$ cat config.mk
export PLATFORM = sky130hd
export DESIGN_NAME = arb_rr_2to1
export DESIGN_NICKNAME = d
export VERILOG_FILES = /design/src/rtl/arb_pkg.sv /design/src/rtl/arb_rr_2to1_mux2_w.sv /design/src/rtl/arb_rr_2to1.sv
export SDC_FILE = /design/constraint.sdc
export NUM_CORES = 1
export LEC_CHECK = 0
export CAP_MARGIN = 20
export CORE_MARGIN = 2
export CORE_UTILIZATION = 25
export CTS_CLUSTER_SIZE = 40
export DETAILED_ROUTE_END_ITERATION = 6
export PLACE_DENSITY = 0.48
export SLEW_MARGIN = 20
export SYNTH_ARGS = -nofsm -noshare
export SYNTH_HDL_FRONTEND = slang
export SYNTH_HIERARCHICAL = 1
export SYNTH_SLANG_ARGS = --single-unit
$ cat constraint.sdc
create_clock -name clk -period 2 [get_ports clk]
set_input_delay 0.5 -clock clk [delete_from_list [all_inputs] [get_ports clk]]
set_output_delay 0.5 -clock clk [all_outputs]
set_load 0.005 [all_outputs]
$ cat src/rtl/arb_pkg.sv
`default_nettype none
// ============================================================================
//  Module      : arb_pkg
//  Description : Shared state encoding and select constants for the 2:1
//                round-robin arbiter.
//  Revision    : 1.0 - initial release
// ============================================================================
package arb_pkg;

    // Arbiter state, 2-bit encoding with explicit values
    typedef enum logic [1:0] {
        ST_IDLE   = 2'd0,
        ST_GRANT1 = 2'd1,
        ST_GRANT2 = 2'd2
    } state_t;

    // Mux select values
    localparam logic SEL_IN1 = 1'b0;
    localparam logic SEL_IN2 = 1'b1;

    // Encoding of which requester finished its grant most recently
    localparam logic SERVED_1 = 1'b0;
    localparam logic SERVED_2 = 1'b1;

endpackage : arb_pkg
`default_nettype wire

$ cat src/rtl/arb_rr_2to1_mux2_w.sv
`default_nettype none
// ============================================================================
//  Module      : mux2_w
//  Description : WIDTH-bit 2:1 combinational select (sel=0 -> in1, 1 -> in2).
//  Revision    : 1.0 - initial release
// ============================================================================
module mux2_w
    import arb_pkg::*;
#(
    parameter int WIDTH = 8
) (
    input  logic [WIDTH-1:0] in1,
    input  logic [WIDTH-1:0] in2,
    input  logic             sel,
    output logic [WIDTH-1:0] out
);

    // Plain select; feeds the output register in the arbiter
    assign out = (sel == SEL_IN2) ? in2 : in1;

endmodule : mux2_w
`default_nettype wire

$ cat src/rtl/arb_rr_2to1.sv
`default_nettype none
// ============================================================================
//  Module      : arb_rr_2to1
//  Description : Round-robin arbiter sharing one registered WIDTH-bit output
//                channel between two requesters. Grants persist across a
//                burst and are capped at MAX_HOLD beats while the other side
//                waits. Output uses a valid/ready handshake.
//  Revision    : 1.0 - initial release
// ============================================================================
module arb_rr_2to1
    import arb_pkg::*;
#(
    parameter int WIDTH    = 8,
    parameter int MAX_HOLD = 4
) (
    input  logic             clk,
    input  logic             rst_n,
    input  logic             req1,
    input  logic [WIDTH-1:0] in1,
    input  logic             req2,
    input  logic [WIDTH-1:0] in2,
    input  logic             out_ready,
    output logic             gnt1,
    output logic             gnt2,
    output logic             sel,
    output logic             out_valid,
    output logic [WIDTH-1:0] out
);

    localparam int                CNT_W       = $clog2(MAX_HOLD + 1);
    localparam logic [CNT_W-1:0]  C_CNT_LAST  = CNT_W'(MAX_HOLD - 1);
    localparam logic [CNT_W-1:0]  C_CNT_ZERO  = '0;
    localparam logic [CNT_W-1:0]  C_CNT_ONE   = CNT_W'(1);

    state_t             r_state;
    state_t             w_state_nxt;
    logic [CNT_W-1:0]   r_count;
    logic [CNT_W-1:0]   w_count_nxt;
    logic               r_last_served;
    logic               w_last_nxt;
    logic               r_out_valid;
    logic [WIDTH-1:0]   r_out;

    logic               w_can_load;
    logic               w_beat1;
    logic               w_beat2;
    logic               w_beat;
    logic [WIDTH-1:0]   w_mux_out;

    // Grant and select are pure decodes of the registered state
    assign gnt1      = (r_state == ST_GRANT1);
    assign gnt2      = (r_state == ST_GRANT2);
    assign sel       = (r_state == ST_GRANT2) ? SEL_IN2 : SEL_IN1;
    assign out_valid = r_out_valid;
    assign out       = r_out;

    // A beat moves only when the output slot is empty or being drained
    assign w_can_load = ~r_out_valid | out_ready;
    assign w_beat1    = gnt1 & req1 & w_can_load;
    assign w_beat2    = gnt2 & req2 & w_can_load;
    assign w_beat     = w_beat1 | w_beat2;

    mux2_w #(
        .WIDTH (WIDTH)
    ) u_mux (
        .in1 (in1),
        .in2 (in2),
        .sel (sel),
        .out (w_mux_out)
    );

    // State, burst count and round-robin pointer registers
    always_ff @(posedge clk or negedge rst_n) begin
        if (!rst_n) begin
            r_state       <= ST_IDLE;
            r_count       <= C_CNT_ZERO;
            r_last_served <= SERVED_2;
        end else begin
            r_state       <= w_state_nxt;
            r_count       <= w_count_nxt;
            r_last_served <= w_last_nxt;
        end
    end

    // Next-state: pick owner from IDLE, release on req drop, hand over at the hold cap
    always_comb begin
        w_state_nxt = r_state;
        w_count_nxt = r_count;
        w_last_nxt  = r_last_served;
        case (r_state)
            ST_IDLE: begin
                if (req1 && !req2) begin
                    w_state_nxt = ST_GRANT1;
                end else if (req2 && !req1) begin
                    w_state_nxt = ST_GRANT2;
                end else if (req1 && req2) begin
                    w_state_nxt = (r_last_served == SERVED_2) ? ST_GRANT1 : ST_GRANT2;
                end
            end
            ST_GRANT1: begin
                if (!req1) begin
                    w_state_nxt = req2 ? ST_GRANT2 : ST_IDLE;
                    w_last_nxt  = SERVED_1;
                    w_count_nxt = C_CNT_ZERO;
                end else if (w_beat1) begin
                    if (r_count == C_CNT_LAST) begin
                        w_count_nxt = C_CNT_ZERO;
                        if (req2) begin
                            w_state_nxt = ST_GRANT2;
                            w_last_nxt  = SERVED_1;
                        end
                    end else begin
                        w_count_nxt = r_count + C_CNT_ONE;
                    end
                end
            end
            ST_GRANT2: begin
                if (!req2) begin
                    w_state_nxt = req1 ? ST_GRANT1 : ST_IDLE;
                    w_last_nxt  = SERVED_2;
                    w_count_nxt = C_CNT_ZERO;
                end else if (w_beat2) begin
                    if (r_count == C_CNT_LAST) begin
                        w_count_nxt = C_CNT_ZERO;
                        if (req1) begin
                            w_state_nxt = ST_GRANT1;
                            w_last_nxt  = SERVED_2;
                        end
                    end else begin
                        w_count_nxt = r_count + C_CNT_ONE;
                    end
                end
            end
            default: begin
                w_state_nxt = ST_IDLE;
                w_count_nxt = C_CNT_ZERO;
            end
        endcase
    end

    // Output stage: capture on a beat, drop valid once drained with nothing new
    always_ff @(posedge clk or negedge rst_n) begin
        if (!rst_n) begin
            r_out       <= '0;
            r_out_valid <= 1'b0;
        end else if (w_beat) begin
            r_out       <= w_mux_out;
            r_out_valid <= 1'b1;
        end else if (r_out_valid && out_ready) begin
            r_out_valid <= 1'b0;
        end
    end

endmodule : arb_rr_2to1
`default_nettype wire

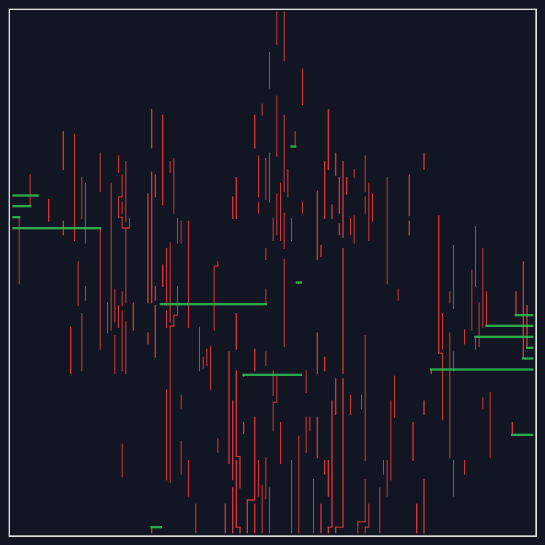
(images/wires.png)
(8 px per um) Two of the layers only.
color	layer	wire length
green	metal 3	70.1 um
red	metal 2	1010 um
Routed WL: 2.04 mm
vias: 739
drt wl/cell: 11.9 um
gr usage total: 0.109

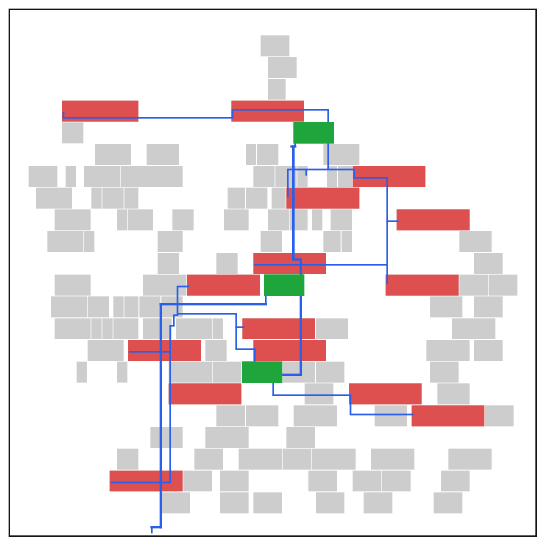
(images/clk_routes.png)
(8 px per um)
[red] flip-flops | count: 15
[green] clock drivers | count: 3
[blue] clock wires | length: 257 um
routed clock nets	4
Worst Skew: 3.40 ps
clk latency late pin: 250 ps
Clock Power Share: 0.135
Clock group: 251 uW

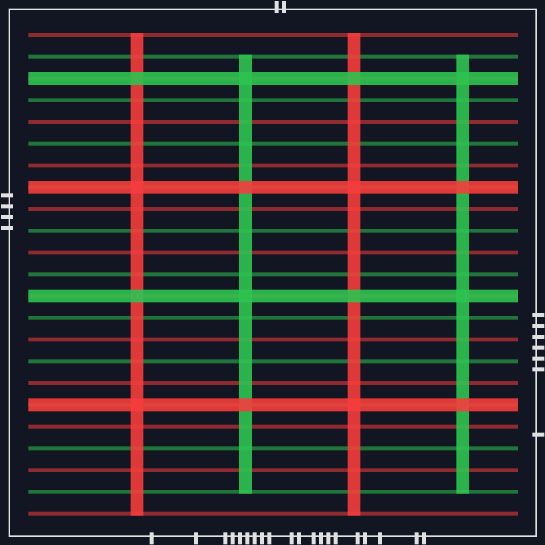
(images/power_grid.png)
(8 px per um) Pins as bars on the die edge.
color	net
green	VDD
red	VSS
signal pins	33
met5 straps	4
Die Y: 65.7 um
core area: 3660 um^2
maximum VDD drop: 0.000490 V
overall die width: 65.7 um

==> impl_metrics.tcl <==
# metrics dict for downstream scripts
set metrics [dict create \
    status "complete, no violations" \
    period_used_share 0.968 \
    grt-busiest-layer "met2" \
    finalSetupViolCount 0 \
    dpl.cell_count 165 \
    overflow 0 \
    synthFlopType "dfrtp_1" \
    port_buffers 32 \
    power_density_nw_per_um2 1280 \
    fmax_ghz 0.516 \
    drive_above_1_share 0.309 \
    critPathMaxFanout 4 \
    ant_nets 0 \
    clockBufferDepth 2 \
    finalHoldViolCount 0 \
    wl_met2_mm 1.01 \
    cpPeakStageDelay_ps 520 \
    numClockSinks 15 \
    r2r_end "r_state[0]" \
    drt_iter0_drc 11 \
    via_per_inst 4.32 \
    clockNetworkAreaShare 0.0310 \
    dp_hpwl_mm 1.62 \
    top_cells_by_count "dfrtp_1, ha_1, mux2_2, mux2_4, inv_1" \
    setup_slack_ps 63.0 \
    worst_path_max_delay_cell "clkdlybuf4s50_1" \
    grt_max_degree 16 \
    top_cell "dfrtp_1" \
    synth_area_per_cell_um2 12.2 \
    wl_met1_um 909 \
    drc 0 \
    yosys.area_share.aoi 0.104 \
    maxCapViolCount 0 \
    worstMarginPinSlew_ps 218 \
    core.rowCount 22 \
    n_all_inverters 7 \
    cp.arrival_ps 1440 \
    dpl_worst_slack_ps -216 \
    worstSetupPathType "flip-flop to output pin" \
    slew_headroom 0.853 \
    ys_sh_xor 0 \
    min_path_type "flip-flop to flip-flop" \
    logic_gates 53 \
    nFillCells 347 \
    worstPathCellList "inv_1, ha_2, clkdlybuf4s50_1" \
    logic_family "multiplexers" \
    wl_met3_um 70 \
    final_cell_area_um2 1450 \
    whs_endpoint "r_count[2]" \
    place_area_um2 1380 \
    buf_share 0.288 \
    critPathLaunch "r_state[0]" \
    syn_area_um2 951 \
    buffers_excl_clock 44 \
    syn2layout_area_growth_pct 52.8 \
    tapCellCount 48 \
    area_leaders "dfrtp_1, mux2_4, ha_1" \
    yosys_cells 78 \
    grt_pass1_vias 786 \
    whs_ps 492 \
    grt_use_met3 0.0188 \
    dieArea_um2 4310 \
    cts_buffers 3 \
    ys_types 26 \
    ys_chip_area_um2 951 \
    rrSetupSlack_ps 200 \
    required_ps 1500 \
    htree_levels 1 \
    sh_comb_area 0.363 \
    clockBufferCount 4 \
    rsz0062_at_grt "no" \
    crit_path_end_kind "output pin" \
    synth_nets 108 \
    place.gp.congestion 0.787 \
    ys_async_sr_fraction 1.00 \
    hold_start "r_count[2]" \
]
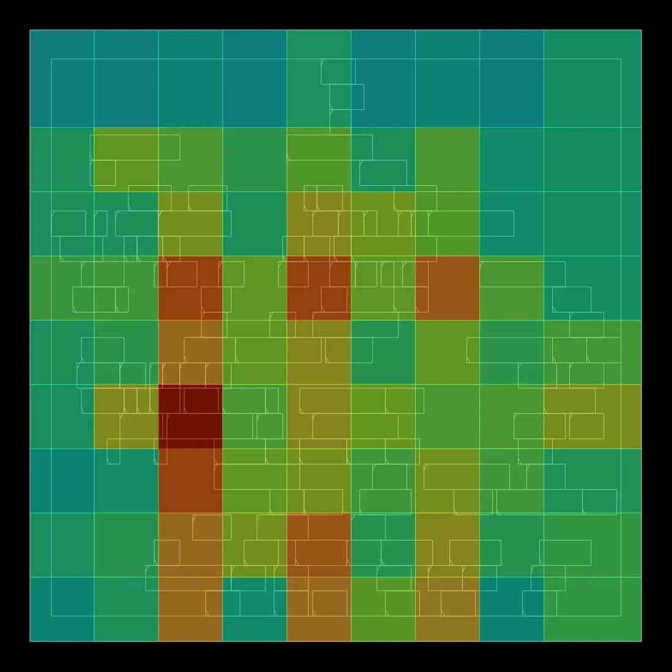
(images/congestion.png)
Final Util: 0.397
met2 GRT Util: 0.178
GR Layer Usage met1: 0.130

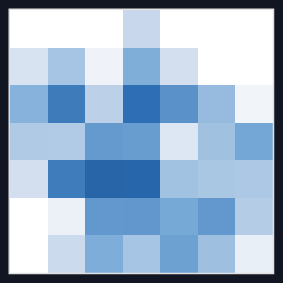
(images/cell_density.png)
(4 px per um) 7 x 7 tiles, from white (low) to dark blue (high), 0 to 100% covered.
emptiest ninth of the die	top right
mean over tiles	32%
tiles over 75% full	4.1%
nearly empty tiles	20%
FP Util: 0.260

-- where the power goes --
| group | internal [uW] | switching, uW | total (uW) |
|---|---|---|---|
| Combinational | 689 | 406 | 1090 |
| Sequential | 444 | 68.8 | 513 |
| Clock | 141 | 110 | 251 |
| Total | 1270 | 585 | 1860 |
-- timing repair --
item	CTS	global route
endpoints found under the hold margin	0	0
pin swaps	0	1
resized	1	4
setup buffers	2	0
endpoints found under the setup margin	2	3
-- worst max-delay path by stage --
stage	to	slack, ps	depth (start not counted)
CTS	gnt1	30	3
global placement	r_state[0]	-190	6
floorplan	r_state[0]	290	6
finish	sel	60	3
detailed placement	r_state[0]	-220	6
global route	sel	6	3
-- stage by stage --
step,total power (uW),setup TNS (ps)
final,1860,0
after global routing,2010,0
after CTS,1900,0
after detailed placement,1610,-639
after global placement,1600,-464
after floorplan,1150,0
-- sequential cells by signal, indices dropped and copies added, names as in the netlist --
register	count
out	8
out_valid	1
r_count	3
r_last_served	1
r_state	2
-- layout by cell type, fill, tap and decap left out, drive strengths merged --
| cell | Yosys | final |
|---|---|---|
| nor3b | 1 | 1 |
| dfstp | 1 | 1 |
| nand2 | 5 | 5 |
| clkbuf | 0 | 4 |
| nand2b | 2 | 2 |
| nor2 | 2 | 2 |
| o21a | 1 | 1 |
| o21bai | 1 | 1 |
| ha | 9 | 9 |
| nor2b | 2 | 2 |
| o31ai | 1 | 1 |
| a211o | 1 | 1 |
| nand3b | 1 | 1 |
| dlymetal6s2s | 0 | 3 |
| a22o | 1 | 1 |
| buf | 3 | 12 |
| o21ai | 2 | 2 |
| a32oi | 1 | 1 |
| inv | 7 | 7 |
| mux2 | 18 | 18 |
| clkdlybuf4s50 | 0 | 29 |
| a21oi | 3 | 3 |
| dfrtp | 14 | 14 |
| a22oi | 1 | 1 |
| mux2i | 1 | 1 |
No activity file was given, so power comes from the tool's default toggle rates.
